`src/rtl/moore_seq_pkg.sv`:
```
// rtl/moore_seq_pkg.sv - shared defaults and elaboration-time pattern helpers for moore_seq_detect
package moore_seq_pkg;

    localparam int         DEF_PAT_W   = 4;
    localparam logic [3:0] DEF_PATTERN = 4'b1011;
    localparam int         DEF_CNT_W   = 8;

    function automatic int state_w(input int pw);
        return $clog2(pw + 1);
    endfunction

    // Bit i of the pattern counted from the first bit received (MSB).
    function automatic logic pat_bit(input logic [15:0] p, input int pw, input int i);
        return 1'(p >> (pw - 1 - i));
    endfunction

    // Matched-length after k matched bits are followed by bit b; the longest
    // pattern prefix that is a suffix of that string wins.
    function automatic int kmp_next(input logic [15:0] p, input int pw, input int k, input logic b);
        int   res;
        logic ok;
        logic sb;
        res = 0;
        for (int len = 1; len <= k + 1; len++) begin
            ok = 1'b1;
            for (int i = 0; i < len; i++) begin
                sb = (k + 1 - len + i < k) ? pat_bit(p, pw, k + 1 - len + i) : b;
                if (pat_bit(p, pw, i) != sb) ok = 1'b0;
            end
            if (ok) res = len;
        end
        return res;
    endfunction

    // Longest proper border of the whole pattern.
    function automatic int kmp_border(input logic [15:0] p, input int pw);
        int   res;
        logic ok;
        res = 0;
        for (int len = 1; len < pw; len++) begin
            ok = 1'b1;
            for (int i = 0; i < len; i++) begin
                if (pat_bit(p, pw, i) != pat_bit(p, pw, pw - len + i)) ok = 1'b0;
            end
            if (ok) res = len;
        end
        return res;
    endfunction

endpackage

```
`src/rtl/sat_counter.sv`:
```
// rtl/sat_counter.sv - saturating up-counter with synchronous reset
module sat_counter #(
    parameter int W = 8
) (
    input  logic         clk,
    input  logic         rst,
    input  logic         inc,
    output logic [W-1:0] q
);

    always_ff @(posedge clk) begin
        if (rst) begin
            q <= '0;
        end else if (inc && (q != {W{1'b1}})) begin
            q <= q + W'(1);
        end
    end

endmodule

```
`src/rtl/moore_seq_detect.sv`:
```
// rtl/moore_seq_detect.sv - Moore serial pattern detector with KMP fallback and match counter
module moore_seq_detect
    import moore_seq_pkg::*;
#(
    parameter int               PAT_W   = DEF_PAT_W,
    parameter logic [PAT_W-1:0] PATTERN = PAT_W'(DEF_PATTERN),
    parameter int               CNT_W   = DEF_CNT_W
) (
    input  logic                       clk,
    input  logic                       rst,
    input  logic                       en,
    input  logic                       x,
    input  logic                       overlap,
    output logic                       y,
    output logic [CNT_W-1:0]           match_cnt,
    output logic [state_w(PAT_W)-1:0]  state
);

    localparam int SW     = state_w(PAT_W);
    localparam int BORDER = kmp_border(16'(PATTERN), PAT_W);

    logic [PAT_W-1:0][SW-1:0] tab0;
    logic [PAT_W-1:0][SW-1:0] tab1;
    logic [SW-1:0]            base;
    logic [SW-1:0]            state_d;
    logic                     hit;

    // Transition table is fixed at elaboration; rows cover S0..S(PAT_W-1).
    for (genvar k = 0; k < PAT_W; k++) begin : g_row
        localparam int N0 = kmp_next(16'(PATTERN), PAT_W, k, 1'b0);
        localparam int N1 = kmp_next(16'(PATTERN), PAT_W, k, 1'b1);
        assign tab0[k] = SW'(N0);
        assign tab1[k] = SW'(N1);
    end

    always_comb begin
        base    = state;
        state_d = state;
        // A full match restarts from the border (overlap) or from scratch.
        if (state == SW'(PAT_W)) begin
            base = overlap ? SW'(BORDER) : '0;
        end
        if (en) begin
            for (int k = 0; k < PAT_W; k++) begin
                if (base == SW'(k)) state_d = x ? tab1[k] : tab0[k];
            end
        end
    end

    always_ff @(posedge clk) begin
        if (rst) begin
            state <= '0;
        end else begin
            state <= state_d;
        end
    end

    assign y   = (state == SW'(PAT_W));
    assign hit = en && (state_d == SW'(PAT_W));

    sat_counter #(
        .W (CNT_W)
    ) u_cnt (
        .clk (clk),
        .rst (rst),
        .inc (hit),
        .q   (match_cnt)
    );

endmodule

```
`config.mk`:
```
export PLATFORM = sky130hd
export DESIGN_NAME = moore_seq_detect
export DESIGN_NICKNAME = d
export VERILOG_FILES = /design/src/rtl/moore_seq_pkg.sv /design/src/rtl/sat_counter.sv /design/src/rtl/moore_seq_detect.sv
export SDC_FILE = /design/constraint.sdc
export NUM_CORES = 1
export LEC_CHECK = 0
export CAP_MARGIN = 20
export CORE_MARGIN = 2
export CORE_UTILIZATION = 40
export DETAILED_ROUTE_END_ITERATION = 7
export PLACE_DENSITY = 0.82
export SETUP_SLACK_MARGIN = 0.5
export SLEW_MARGIN = 0
export SYNTH_ARGS = -nofsm -noshare
export SYNTH_HDL_FRONTEND = slang
export SYNTH_SLANG_ARGS = --single-unit
export TNS_END_PERCENT = 1
```
`constraint.sdc`:
```
create_clock -name clk -period 1.55 [get_ports clk]
set_input_delay 0.2325 -clock clk [delete_from_list [all_inputs] [get_ports clk]]
set_output_delay 0.2325 -clock clk [all_outputs]
set_load 0.005 [all_outputs]
```
==> impl_metrics.csv <==
group,metric,value,unit
grt,antenna_found_initial,0,
placement,gp_congestion,0.794,
synth,synth_flops,11,
worst_setup_path,slowest_delay,0.47,ns
worst_setup_path,end_kind,"flop",
pwr,power,521,µW
pwr,power.density,561,nW/µm²
final_timing,hold_slack,0.470,ns
synth,ys.warnings.count,0,
pwr,pwr-share-seq,54.4,%
worst_setup_path,worst-path-max-fanout,8,
worst_setup_path,r2r_slack,0.13,ns
placement,dp.final_hpwl,1.11,mm
floorplan,rows,13,
worst_setup_path,crit_path_start_kind,"flop",
floorplan,dieArea,1790,µm²
synth,postSynthAreaPerCell,8.37,µm²
grt,track_usage,18.0,%
run_status,status,"finished clean",
detailed_routing,dr.pass1.iters,4,
pwr,ir_drop,0.000463,V
worst_setup_path,crit_path_cell_trace,"and4b_1 -> nand2_2 -> or4_1 -> a21oi_1",
detailed_routing,drt-met1-wl,680,µm
synth,synth_cell_types,26,
clock_network,postCtsSetupRepairBufs,3,
synth,synth_chip_area,586,µm²
clock_network,cts.clk_slew.worst_paths,0.07,ns
hold_path,min_path_cells,3,
pwr,switching_share,22.6,%
synth,ys_cells,70,
final_timing,layout_min_cycle_time,1.42,ns
clock_network,cts_root_buffer,"clkbuf_4",
detailed_routing,top_layer_used,"met4",
floorplan,core,1330,µm²
detailed_routing,viasPerCell,5.46,
finish,fin_nets,108,
worst_setup_path,crit_type,"flop to flop",
finish,regArea,241,µm²
clock_network,hold_buffers,0,
finish,final_cell_mix,"clkdlybuf4s50_1 (13), buf_4 (12), nor2_1 (7), nand2_1 (6), dfxtp_2 (5)",
finish,area_growth,58.5,%
clock_network,clk_latency,0.27,ns
pwr,powerComb,43.9,µW
grt,grt_pass1_wl,2.44,mm
grt,overflow,0,
[cell usage after synthesis]
cell type and instances:
nor3b_1 1, or4_1 2, a31oi_1 2, buf_6 1, nor2b_1 2, mux2i_1 1
nand4b_1 1, inv_1 3, o31ai_1 2, nor4_2 1, nand3_1 2, a21oi_1 6
nor3_1 3, dfxtp_1 11, nor4_1 1, a32oi_1 1, nor2_1 8, and4b_1 3
ha_1 1, mux2_2 2, nand2_1 7, and2_2 1, nand2_2 1, a211oi_1 3
o21ai_0 3, nand2b_1 1
[through the flow]
stage / setup TNS [ns] / instance area, µm² / utilization, %
floorplan: 0 / 622 / -
global placement: -1.03 / 857 / 64.3
detailed placement: -1.38 / 857 / 64.3
CTS: 0 / 918 / 68.9
global route: 0 / 928 / 69.6
finish: 0 / 928 / 69.6
[cell type report]
class / instances / area share (%)
clock buffer: 4 / 2.83
inverter: 3 / 1.21
multi-input combinational: 55 / 41.4
sequential: 11 / 26.0
tap: 15 / 2.02
timing repair buffer: 28 / 26.5
[sequential cells by signal (all words and copies together), names as in the netlist]
register / count
state: 3
u_cnt.q: 8
[path summary, 6_finish.rpt]
kind,startpoint,endpoint
worst max-delay path,state[2],u_cnt.q[3]
worst min-delay path,en,state[0]
worst max register to register,state[2],u_cnt.q[3]
worst min register to register,u_cnt.q[3],u_cnt.q[3]
[kinds of logic after synthesis]
kind of cell | synth area share (%)
AOI/OAI and AO/OA | 17.7
adders and majority gates | 2.14
muxes | 5.56
DFF | 37.6
buffers and inverters | 3.85
and+or+nand+nor | 33.1
[worst max-delay path, delay by kind of cell (launching register included)]
family | cells | cell delay (ns)
DFF | 1 | 0.37
AOI/OAI and AO/OA | 1 | 0.12
and+or+nand+nor | 3 | 0.86
==> images/layer_met1.png <==
Supply wires on this layer in gray.
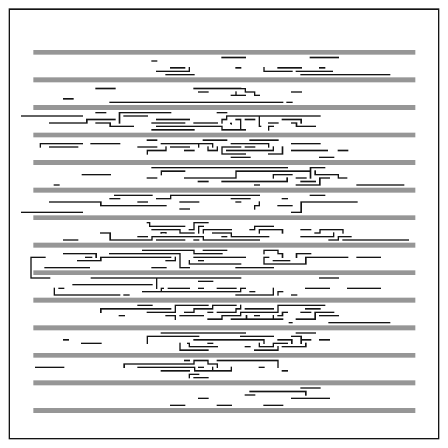
nets with wire on the layer = 97
main direction = horizontal
wire length on this layer = 681 µm
longest straight run = 17.0 µm
share of all routed wire = 45%
routing usage on met1: 20.5%
DRT Wirelength: 1.51 mm
routed vias: 633

==> images/layer_met2.png <==
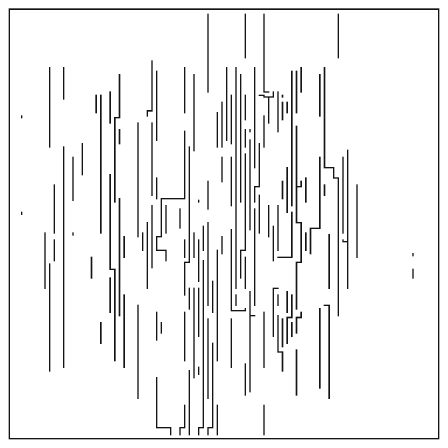
share of all routed wire = 50%
main direction = vertical
nets with wire on the layer = 90
met2 Track Usage GR: 31.1%

==> images/layer_met3.png <==
Scale bar: 10 µm. Cells faint in the background.
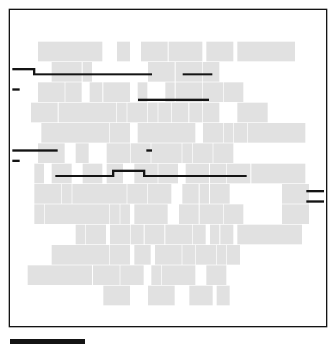
wire length on this layer = 70.1 µm
nets with wire on the layer = 9
share of all routed wire = 4.6%
longest straight run = 15.6 µm
main direction = horizontal
global-route met3 utilization: 7.76%

Power and IR drop assume default switching activity.
